==> config.mk <==
export PLATFORM = sky130hd
export DESIGN_NAME = shift_arbiter_flat
export DESIGN_NICKNAME = d
export VERILOG_FILES = /design/src/rtl/shift_arbiter_if.sv /design/src/rtl/shift_arbiter.sv /design/src/flat_wrapper.sv
export SDC_FILE = /design/constraint.sdc
export NUM_CORES = 1
export LEC_CHECK = 0
export CORE_MARGIN = 10
export CORE_UTILIZATION = 46
export CTS_BUF_LIST = sky130_fd_sc_hd__clkbuf_4
export DETAILED_ROUTE_END_ITERATION = 6
export PLACE_DENSITY_LB_ADDON = 0.25
export RECOVER_POWER = 100
export REMOVE_ABC_BUFFERS = 1
export SLEW_MARGIN = 30
export SYNTH_ARGS = -nofsm -noshare
export SYNTH_HDL_FRONTEND = slang
export SYNTH_SLANG_ARGS = --single-unit
==> constraint.sdc <==
create_clock -name clock -period 1.6 [get_ports clock]
set_input_delay 0.48 -clock clock [delete_from_list [all_inputs] [get_ports clock]]
set_output_delay 0.48 -clock clock [all_outputs]
set_load 0.01 [all_outputs]
Clock wires, drivers and flops:
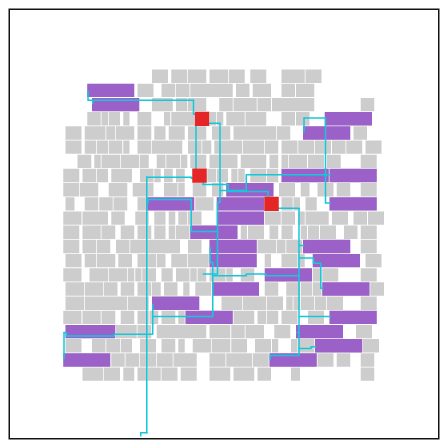
flip-flops -> purple  # count 27
cells driving clock nets -> red  # count 3
clock wires -> cyan  # length 353 microns
routed clock nets = 4
post-route clock skew: 0.00210 ns
Clock power frac: 0.147
Late-Pin Clk Latency: 0.33 ns
Clk power: 0.313 mW

Signal metal coverage by tile:
16 x 16 tiles, from black (low) to pale yellow (high), scaled to the fullest tile. Values are wire area over tile area, all layers added.
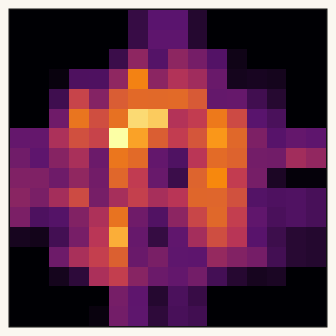
fullest tile = 0.53
tiles over half the peak = 18%
nearly empty tiles = 29%
mean over tiles = 0.13
densest ninth of the die = center
emptiest ninth of the die = upper right
final wirelength: 5680 microns
total routing resource utilization after global routing: 0.164
DR WL/cell: 16.1 microns

Close-up of the layout:
Scale bar: 10 microns. Window x 29 to 54, y 12 to 37 microns. Cells in gray, sequential cells in the stronger gray; small squares are vias.
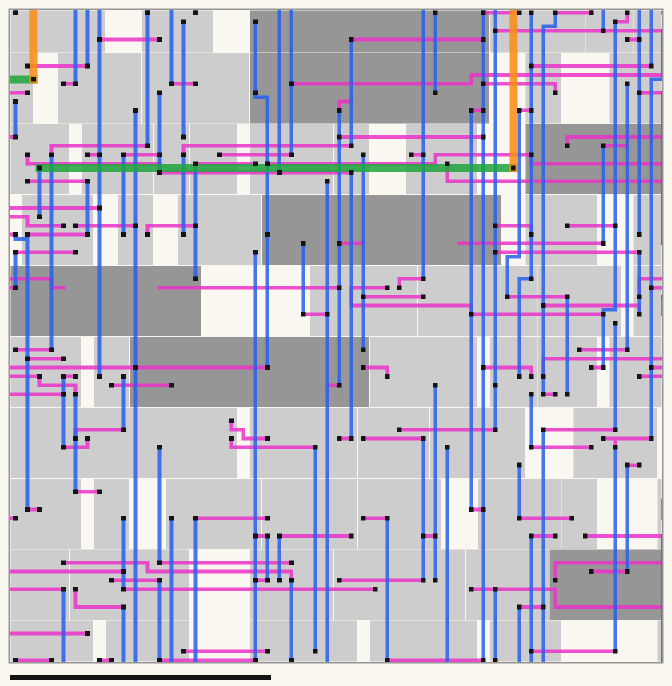
met2 -> blue
met3 -> green
met4 -> orange
met1 -> magenta
sequential cells in the window = 6
most frequent = dlygate4sd2_1 (10), buf_4 (6), dfrtp_1 (6)
cells with their middle in the window = 56

Cell outlines without signal wires:
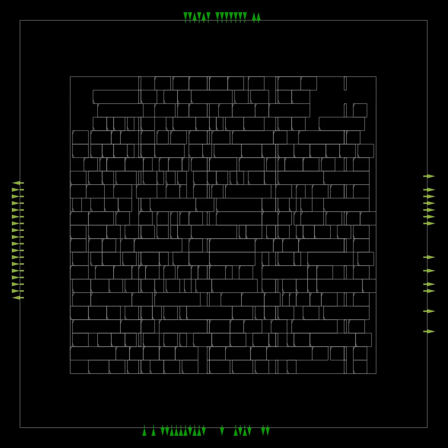
# rows: 22
flop share of the area: 0.226
share of the core filled with cells: 0.813
sequential cells: 27

==> results_slide.txt <==
Flow Results at a Glance

Status
  – Outcome: finished with violations
  – Failing checks: negative setup slack

Setup path
  – Required time at the endpoint of the critical path: 1.12 ns
  – Number of cells on the worst reg-to-reg path: 6

Final timing
  – Final Slew Violations: 0
  – Final setup violating endpoints: 6
  – Final setup slack of the worst path: -0.157 ns

Cells and area
  – Total Nets Final: 344
  – Number of antenna cells inserted: 0
  – Layout Area Growth over Synthesis: 69.3%
  – Max FFs per register: 16

Global route
  – Met2 Usage GRT: 0.306
  – Pin count of the biggest net entering global routing: 28
  – Grt peak-use layer: met2

Die
  – Num ports: 65

Yosys
  – Tally of unique sky130hd cells used after synthesis: 42
  – Cell type with the largest total area: dfrtp_1
  – Ranking of synthesized cells by instance count: dfrtp_1, nand2_1, mux2i_1
  – Post-synthesis instance total: 178

Flow run
  – Log Warnings: 28

CTS
  – Total clock buffers created by CTS: 3
  – Maximum buffer depth of the clock tree: 2
  – CTS Hold Buffers Added: 0
  – Root buffer selected by CTS: clkbuf_4

Routing
  – First-pass DRT Iterations: 4
  – Detailed-route via count: 1900

Place
  – Port Buf Inserts: 64

Power
  – Pwr per Cell Area: 710 nW/um^2
  – Leakage power total: 1.50 nW
[placed cells by master (no fill, tap or decap), types with 3 or more instances in the layout]
cell,count
mux2i_1,12
nand3b_1,3
clkdlybuf4s50_1,13
dlymetal6s2s_1,4
o21ai_0,3
nor2_1,9
inv_1,6
buf_4,60
clkbuf_4,3
nand4_1,8
clkbuf_1,3
dfrtp_1,26
a31oi_1,5
nand2b_1,3
mux4_2,4
mux2_2,5
xnor2_1,10
buf_6,6
xor2_1,5
nand3_1,11
o211ai_1,5
nand2_1,13
dlygate4sd2_1,41
[power breakdown]
part	leakage [nW]	total [mW]	switching [mW]	internal (mW)
registers	0.346	0.841	0.0527	0.788
clock network	0.0177	0.313	0.219	0.0940
logic	1.13	0.974	0.453	0.521
[area by class of cell]
class | instances | area (sq um)
clock buffers | 3 | 22.5
clock inverters | 1 | 5.00
fillers | 257 | 689
inverters | 7 | 26.3
multi-input cells | 135 | 1100
flip-flops and latches | 27 | 677
well taps | 48 | 60.1
repair buffers | 132 | 1100
[logic make-up (layout without fill, tap and decap cells)]
family,Yosys count,count (layout),synth area share
buf+inv,16,143,0.0388
xor+xnor,15,15,0.0741
flops,27,27,0.382
simple gates,69,69,0.207
compound gates,25,25,0.108
mux,25,25,0.183
fa+ha+maj,1,1,0.00706
[worst max-delay path, stage by stage (launching register included)]
cell     delay, ns
dfstp_2       0.58
nand2_2       0.05
and3_4        0.19
buf_6         0.12
[layer usage]
metal,up-vias,routed length [microns]
li1,922,-
met1,913,2190
met2,59,3060
met3,6,355
met4,0,80
met5,-,0
[metrics by stage]
stage          total power, mW  hold WS [ns]  cells  area, sq um
2_1_floorplan             1.22         0.504    169         1730
3_3_place_gp              1.73         0.458    329         2800
3_5_place_dp              1.75         0.468    329         2800
4_1_cts                   2.10         0.465    352         2970
5_1_grt                   2.24         0.511    353         3000
6_report                  2.13         0.479    353         3000
[timing repair]
action,4_1_cts,5_1_grt
resized,71,18
pin swaps,8,3
setup endpoints to repair,40,13
buffers inserted,19,2
No activity file was given, so power comes from the tool's default toggle rates.
